## src/rtl/pc_pkg.sv

```systemverilog
// Shared types and constants for the program-counter stage.
//
// Contents:
//   branch_kind_t : encoding of the branch descriptor kind field
//   pc_state_t    : program-counter FSM states (BOOT, RUN, FLUSH)
//   INSTR_BYTES   : fetch stride, one Thumb halfword
//   PIPE_OFFSET   : the PC reads as the branch address plus 4
//   FLUSH_CNT_W   : width of the flush counter (FLUSH_CYCLES is 1..7)
package pc_pkg;

  typedef enum logic [1:0] {
    BK_COND   = 2'd0,  // conditional branch, imm8
    BK_UNCOND = 2'd1,  // unconditional branch, imm11
    BK_BL     = 2'd2,  // branch with link, imm11 (only with BRANCH_LINK_EN)
    BK_RSVD   = 2'd3   // reserved, never taken
  } branch_kind_t;

  typedef enum logic [1:0] {
    ST_BOOT  = 2'd0,
    ST_RUN   = 2'd1,
    ST_FLUSH = 2'd2
  } pc_state_t;

  localparam int INSTR_BYTES = 2;
  localparam int PIPE_OFFSET = 4;
  localparam int FLUSH_CNT_W = 3;

endpackage

```

## src/rtl/pc_unit_branch_target_adder.sv

```systemverilog
// Combinational branch target computation.
//
// target = branch_pc + PIPE_OFFSET + sext(imm << 1), modulo 2^ADDR_W,
// with bit 0 forced to 0.
//
// Ports:
//   branch_pc  : address of the branch instruction
//   branch_imm : raw 11-bit immediate
//   use_imm8   : 1 = conditional form (imm8 in bits [7:0]), 0 = imm11 form
//   target     : halfword-aligned redirect address
//
// ADDR_W must be at least 12 so the imm11 offset fits before extension.
module branch_target_adder
  import pc_pkg::*;
#(
  parameter int ADDR_W = 32
) (
  input  logic [ADDR_W-1:0] branch_pc,
  input  logic [10:0]       branch_imm,
  input  logic              use_imm8,
  output logic [ADDR_W-1:0] target
);

  logic [ADDR_W-1:0] offset;
  logic [ADDR_W-1:0] sum;

  always_comb begin
    // After the shift the imm8 form has its sign at bit 8 and the imm11
    // form at bit 11; replicate that bit up to the full address width.
    if (use_imm8) begin
      offset = {{(ADDR_W-9){branch_imm[7]}}, branch_imm[7:0], 1'b0};
    end else begin
      offset = {{(ADDR_W-12){branch_imm[10]}}, branch_imm, 1'b0};
    end
    sum    = branch_pc + ADDR_W'(PIPE_OFFSET) + offset;
    target = {sum[ADDR_W-1:1], 1'b0};
  end

endmodule

```

## src/rtl/pc_unit.sv

```systemverilog
// Program-counter stage of the Thumb-subset core.
//
// Holds the fetch address, advances it by one halfword per cycle, redirects
// on taken branches from the condition checker and raises flush for
// FLUSH_CYCLES cycles afterwards so wrong-path instructions are squashed.
//
// Optional feature macro: BRANCH_LINK_EN
//   defined   : branch_kind 2 is BL; lr captures (branch_pc + 4) | 1
//   undefined : no lr port; branch_kind 2 is reserved (never taken)
//
// Ports:
//   clk, not_reset  : clock, asynchronous active-low reset
//   stall           : hold the PC this cycle (overridden by a taken branch)
//   branch_valid    : branch descriptor present, aligned with branch_ok
//   branch_ok       : condition verdict
//   branch_kind     : see branch_kind_t
//   branch_pc       : address of the branch instruction
//   branch_imm      : raw immediate (imm8 uses bits [7:0])
//   pc              : current fetch address
//   pc_valid        : pc is a real fetch request
//   flush           : squash instructions in flight
//   lr              : link register (BRANCH_LINK_EN only)
//   dbg_state       : current FSM state
//
// Handshake: there is no backpressure on the outputs. pc_valid qualifies pc
// every cycle; a branch descriptor is consumed on any edge where
// branch_valid is high and the FSM is in RUN, otherwise it is dropped.
// All outputs are driven straight from flops.
module pc_unit
  import pc_pkg::*;
#(
  parameter int                ADDR_W       = 32,
  parameter logic [ADDR_W-1:0] RESET_PC     = '0,
  parameter int                FLUSH_CYCLES = 2
) (
  input  logic              clk,
  input  logic              not_reset,
  input  logic              stall,
  input  logic              branch_valid,
  input  logic              branch_ok,
  input  logic [1:0]        branch_kind,
  input  logic [ADDR_W-1:0] branch_pc,
  input  logic [10:0]       branch_imm,
  output logic [ADDR_W-1:0] pc,
  output logic              pc_valid,
  output logic              flush,
`ifdef BRANCH_LINK_EN
  output logic [ADDR_W-1:0] lr,
`endif
  output pc_state_t         dbg_state
);

  localparam logic [FLUSH_CNT_W-1:0] FLUSH_LOAD = FLUSH_CNT_W'(FLUSH_CYCLES);

  pc_state_t               state_q, state_d;
  logic [FLUSH_CNT_W-1:0]  cnt_q, cnt_d;
  logic [ADDR_W-1:0]       pc_q, pc_d;
  logic                    flush_q;
  logic                    valid_q;
  logic [ADDR_W-1:0]       target;
  logic                    kind_takeable;
  logic                    taken;
  branch_kind_t            kind;

  assign kind = branch_kind_t'(branch_kind);

  always_comb begin
    kind_takeable = 1'b0;
    case (kind)
      BK_COND:   kind_takeable = 1'b1;
      BK_UNCOND: kind_takeable = 1'b1;
`ifdef BRANCH_LINK_EN
      BK_BL:     kind_takeable = 1'b1;
`endif
      default:   kind_takeable = 1'b0;
    endcase
  end

  // Descriptors seen outside RUN are wrong-path (FLUSH) or pre-fetch (BOOT).
  assign taken = (state_q == ST_RUN) & branch_valid & branch_ok & kind_takeable;

  branch_target_adder #(
    .ADDR_W (ADDR_W)
  ) u_target (
    .branch_pc  (branch_pc),
    .branch_imm (branch_imm),
    .use_imm8   (kind == BK_COND),
    .target     (target)
  );

  // Next-state and next-PC logic.
  always_comb begin
    state_d = state_q;
    cnt_d   = cnt_q;
    pc_d    = pc_q;
    case (state_q)
      ST_BOOT: begin
        // First edge after reset release only arms fetch; pc stays RESET_PC.
        state_d = ST_RUN;
      end
      ST_RUN: begin
        if (taken) begin
          pc_d    = target;
          cnt_d   = FLUSH_LOAD;
          state_d = ST_FLUSH;
        end else if (!stall) begin
          pc_d = pc_q + ADDR_W'(INSTR_BYTES);
        end
      end
      ST_FLUSH: begin
        if (!stall) begin
          pc_d = pc_q + ADDR_W'(INSTR_BYTES);
        end
        // Counter runs regardless of stall so the flush window is fixed length.
        cnt_d = cnt_q - 1'b1;
        if (cnt_q == FLUSH_CNT_W'(1)) begin
          state_d = ST_RUN;
        end
      end
      default: begin
        state_d = ST_BOOT;
        cnt_d   = '0;
      end
    endcase
  end

  always_ff @(posedge clk or negedge not_reset) begin
    if (!not_reset) begin
      state_q <= ST_BOOT;
      cnt_q   <= '0;
      pc_q    <= RESET_PC;
      flush_q <= 1'b0;
      valid_q <= 1'b0;
    end else begin
      state_q <= state_d;
      cnt_q   <= cnt_d;
      pc_q    <= pc_d;
      // Registered decodes of the next state keep flush/pc_valid flop-driven.
      flush_q <= (state_d == ST_FLUSH);
      valid_q <= (state_d != ST_BOOT);
    end
  end

`ifdef BRANCH_LINK_EN
  logic [ADDR_W-1:0] lr_q;
  logic [ADDR_W-1:0] link_addr;

  // Return address with the Thumb bit set.
  assign link_addr = (branch_pc + ADDR_W'(PIPE_OFFSET)) | ADDR_W'(1);

  always_ff @(posedge clk or negedge not_reset) begin
    if (!not_reset) begin
      lr_q <= '0;
    end else if (taken && (kind == BK_BL)) begin
      lr_q <= link_addr;
    end
  end

  assign lr = lr_q;
`endif

  assign pc        = pc_q;
  assign pc_valid  = valid_q;
  assign flush     = flush_q;
  assign dbg_state = state_q;

endmodule

```

## config.mk

```make
export PLATFORM = sky130hd
export DESIGN_NAME = pc_unit
export DESIGN_NICKNAME = d
export VERILOG_FILES = /design/src/rtl/pc_pkg.sv /design/src/rtl/pc_unit_branch_target_adder.sv /design/src/rtl/pc_unit.sv
export SDC_FILE = /design/constraint.sdc
export NUM_CORES = 1
export LEC_CHECK = 0
export CORE_ASPECT_RATIO = 0.6
export CORE_MARGIN = 2
export CORE_UTILIZATION = 58
export DETAILED_ROUTE_END_ITERATION = 8
export GPL_TIMING_DRIVEN = 0
export PLACE_DENSITY = 0.95
export SKIP_CTS_REPAIR_TIMING = 1
export SLEW_MARGIN = 20
export SYNTH_ARGS = -nofsm -noshare
export SYNTH_HDL_FRONTEND = slang
export SYNTH_SLANG_ARGS = --single-unit
export TNS_END_PERCENT = 20
```

## constraint.sdc

```tcl
create_clock -name clk -period 3.6 [get_ports clk]
set_input_delay 1.08 -clock clk [delete_from_list [all_inputs] [get_ports clk]]
set_output_delay 1.08 -clock clk [all_outputs]
set_load 0.01 [all_outputs]
```

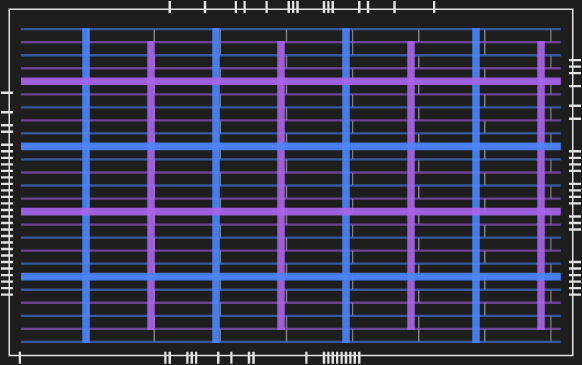
Figure 1: floorplan with the power grid.
Pins as bars on the die edge. Tap cells in gray.
color	net
purple	VDD
blue	VSS
tap cells	104
met4 straps	8
rows	24
signal pins	86

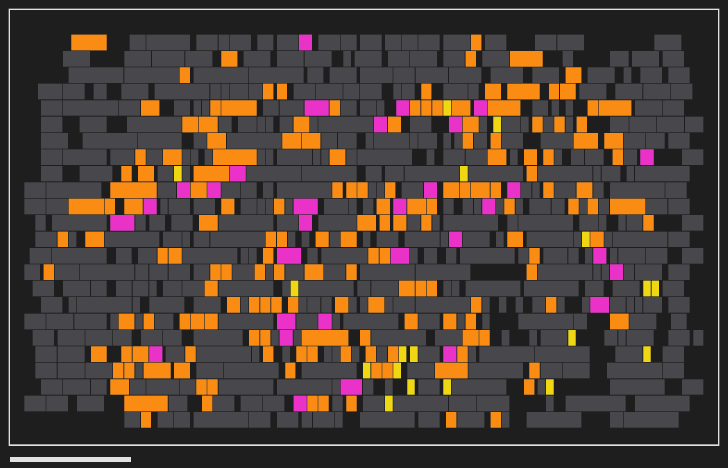
Figure 2: logic cells by family.
Scale bar: 20 µm.
color	family	cells
orange	inverting AOI/OAI gates	164
magenta	AND and OR gates	31
yellow	inverters	18

==> impl_metrics.toml <==
# yosys + openroad results
[outcome]
outcome = "finished, violations left"
violations = "negative setup slack"

[synthesis]
synth_cell_types = 76
syn_area_um2 = 4471
synthArstFlopShare_pct = 100.0
ys_chip_area_um2 = 4471
postSynthSeqShare_pct = 21.27
edf_count = 0
ys_cells = 550
yosys_warnings = 0
synthesis.nets = 668
synth-seq-cells = 38
syn_avg_cell_area_um2 = 8.128
flop_cell = "dfrtp_1"
netlist_instances = 550

[finish]
combAreaFraction_pct = 62.01
clk_share_pct = 2.136
flops = 38
comb_area_um2 = 3850
area_growth_syn_to_layout_pct = 38.87
largestClassByArea = "multi-input combinational cells"
fin_util_pct = 84.39
fillers = 393
n_all_buffers = 117
flop_area_um2 = 950.9
comb_cells = 474
final_area_um2 = 6208
sh_seq_area_pct = 15.32
inverters = 18
drive_above_1_share_pct = 18.04
clkbuf_count = 7
bufAreaShareNonClock_pct = 17.35
fin_nets = 772
diodes = 0

[placement]
place_congestion = 0.9871
numPortBuffers = 83
place_hpwl_mm = 10.39
post_dp_cell_area_um2 = 5487

[worst_setup_path]
cpMaxStageDelayCell = "ha_1"
startpoint = "branch_kind[1]"
cp_data_arrival_time_ns = 3.89
critPathKind = "input port to flip-flop"
path_delay_family = "simple AND/OR/NAND/NOR gates"
cp-end-kind = "flip-flop"
cp_num_buf_inv = 4
cp-endpoint = "pc[23]"
cp_cell_sequence = "buf_4 -> o21ai_4 -> buf_6 -> nand2_8 -> ha_1 -> ha_1 -> buf_6 -> and4_4 -> nand2_2 -> nor2_1 -> nor3_1 -> nand2_2 -> buf_4 -> xor2_1 -> nor2_1 -> a311oi_1"
cp_num_cells = 16
ff2ff_setup_slack_ns = 0.95
cp-start-kind = "input port"
r2r_end = "pc[9]"
crit_path_max_fanout = 8
r2r.worst_path.cells = 8
required_ns = 3.77
timing.rr.start = "dbg_state[0]"
crit_path_max_incr_delay_ns = 0.32

[floorplanning]
die_area_um2 = 8449
n_tap_cell = 104
coreArea_um2 = 7357
die_y_um = 72.01
ios = 86
initCoreUtil_pct = 60.77
dieWidth_um = 117.3
rows = 24

[pwr]
peakVddDrop_mv = 0.2622
power.switching_mw = 1.711
leakage_nw = 2.695
powerDensity_nw_per_um2 = 579.0
intPower_mw = 1.884
p_total_mw = 3.595
clkPwrFrac_pct = 11.7
sw_frac_of_total_pct = 47.58
pwr-share-comb_pct = 62.5
sequentialPowerShare_pct = 25.8

[cts]
clkSinkCount = 38
cts_tree = "built"
cts_max_path_buffers = 2
cts_inserted_buffers = 5
clkTransAtPathRegs_ns = 0.06
cts-root-buf = "clkbuf_16"
clk-insertion-delay-late_ns = 0.28
cts-htree-levels = 2

[job]
maxCapViolations = 0
tool_warnings = 33

[final_timing]
fmax_mhz = 268.7
fin_crit_ns = 3.722
finalClockPeriodUsage_pct = 103.4
worst_pin_slew_ns = 0.6194
drv_slew = 0
rsz0062_at_grt = "yes"
hold_ws_ns = 0.4930
hold_viol_final = 0
setup_viol = 9
max-slew-margin-rel_pct = 58.70
skew_ns = 0.001747
fin_ws_ns = -0.1223

[route]
ant_nets = 0
drt-pass1-iter-count = 6
vias_per_cell = 6.975
wl_per_cell_um = 21.21
drt-total-wl_mm = 16.08
vias = 5287
drc = 0
drtIter0Drc = 1036

[global_route]
grt_max_degree = 26
antenna_found_initial = 0
grt_overflow = 0
grt_use_total_pct = 31.77
grt_pass1_wl_mm = 22.02
first_global_vias = 4698

[min_path]
hold-path-cell-count = 2
hold_path.class = "flip-flop to flip-flop"
holdPathEnd = "cnt_q[1]"
worstHoldStart = "cnt_q[1]"
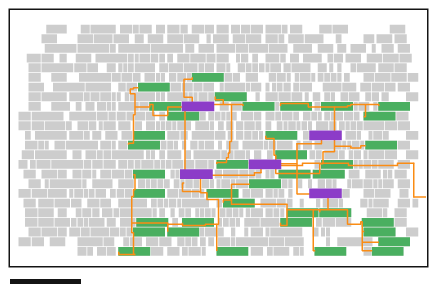
Figure 3: routed clock nets over the placement.
Scale bar: 20 µm.
[green] flip-flops | count: 38
[purple] clock drivers | count: 5
[orange] clock wires | length: 524 µm
routed clock nets	6

==> flip-flops by register name, indices dropped and copies added, names as in the netlist <==
| name | flops |
|---|---|
| pc_valid | 1 |
| dbg_state | 2 |
| flush | 1 |
| pc | 31 |
| cnt_q | 3 |
==> cells in the mapped netlist (3+ instances only) <==
master | number | area (µm²)
clkbuf_1 | 14 | 52.55
nand4_1 | 6 | 37.54
nor3_1 | 8 | 40.04
xnor2_1 | 9 | 78.83
or3_1 | 4 | 25.02
a21oi_1 | 60 | 300.3
nand3_1 | 17 | 85.08
o21bai_1 | 6 | 45.04
o21a_1 | 4 | 30.03
ha_1 | 67 | 838.3
inv_1 | 18 | 67.56
o22ai_1 | 8 | 50.05
o31ai_1 | 3 | 22.52
a211oi_1 | 3 | 22.52
dfrtp_1 | 38 | 950.9
nor2_1 | 35 | 131.4
nand2_1 | 59 | 221.5
and2_1 | 7 | 43.79
o21ai_2 | 3 | 26.28
a21boi_0 | 5 | 37.54
xor2_1 | 10 | 87.58
o21ai_0 | 34 | 170.2
o211ai_1 | 4 | 30.03
mux2i_1 | 4 | 40.04
o21ai_1 | 8 | 40.04
and3_1 | 10 | 62.56
a311oi_1 | 3 | 26.28
nor2b_1 | 5 | 31.28
buf_2 | 6 | 30.03
a211o_1 | 4 | 35.03
a21o_1 | 16 | 120.1
nor4_1 | 3 | 18.77
a31oi_1 | 8 | 50.05
==> per-layer routing <==
metal	share of wire (%)	GRT usage, %
met3	13	7.862
met2	46	54.65
met5	0	0
met4	4.2	9.505
met1	37	40.28
==> per-stage QoR <==
stage	worst slack (ns)	TNS (ns)	instances
2_1_floorplan	0.01796	0	550
3_3_place_gp	-0.9356	-15.05	737
3_5_place_dp	-1.100	-18.43	738
4_1_cts	-0.8315	-12.30	745
5_1_grt	-0.2063	-1.835	758
6_report	-0.1223	-0.4853	758
==> power by group through the flow <==
stage          combinational, mW  clock, mW  sequential (mW)
2_1_floorplan               1.10          0            0.923
3_3_place_gp                1.85          0            0.884
3_5_place_dp                1.94          0            0.897
4_1_cts                     1.97      0.417            0.896
5_1_grt                     2.39      0.440            0.944
6_report                    2.25      0.422            0.926
==> cell usage in the layout, fill, tap and decap left out, types with 5 or more instances in the layout <==
cell type	n
nand2_1	55
a21oi_2	5
o21ai_1	8
a21o_1	16
nor2b_1	5
xor2_1	8
o22ai_1	8
ha_2	9
buf_4	13
o21ai_0	31
a21oi_1	55
and3_1	8
buf_2	5
nor2_1	33
dlymetal6s2s_1	8
clkdlybuf4s50_1	72
ha_4	18
a31oi_1	7
nand4_1	6
and2_1	7
inv_1	15
clkbuf_1	16
nor3_1	8
dfrtp_1	38
nand3_1	15
clkbuf_16	5
xnor2_1	9
ha_1	40
o21bai_1	6
==> kinds of logic (layout without fill, tap and decap cells) <==
| kind of cell | count (synthesis) | count (layout) | share of synthesized area, % |
|---|---|---|---|
| flops | 38 | 38 | 21.27 |
| fa+ha+maj | 68 | 68 | 19.20 |
| other cells | 1 | 1 | 0.08388 |
| xor+xnor | 19 | 19 | 3.722 |
| mux | 6 | 6 | 1.399 |
| simple gates | 180 | 182 | 21.63 |
| compound gates | 198 | 198 | 29.00 |
| buf+inv | 40 | 142 | 3.694 |
Power and IR drop assume default switching activity.
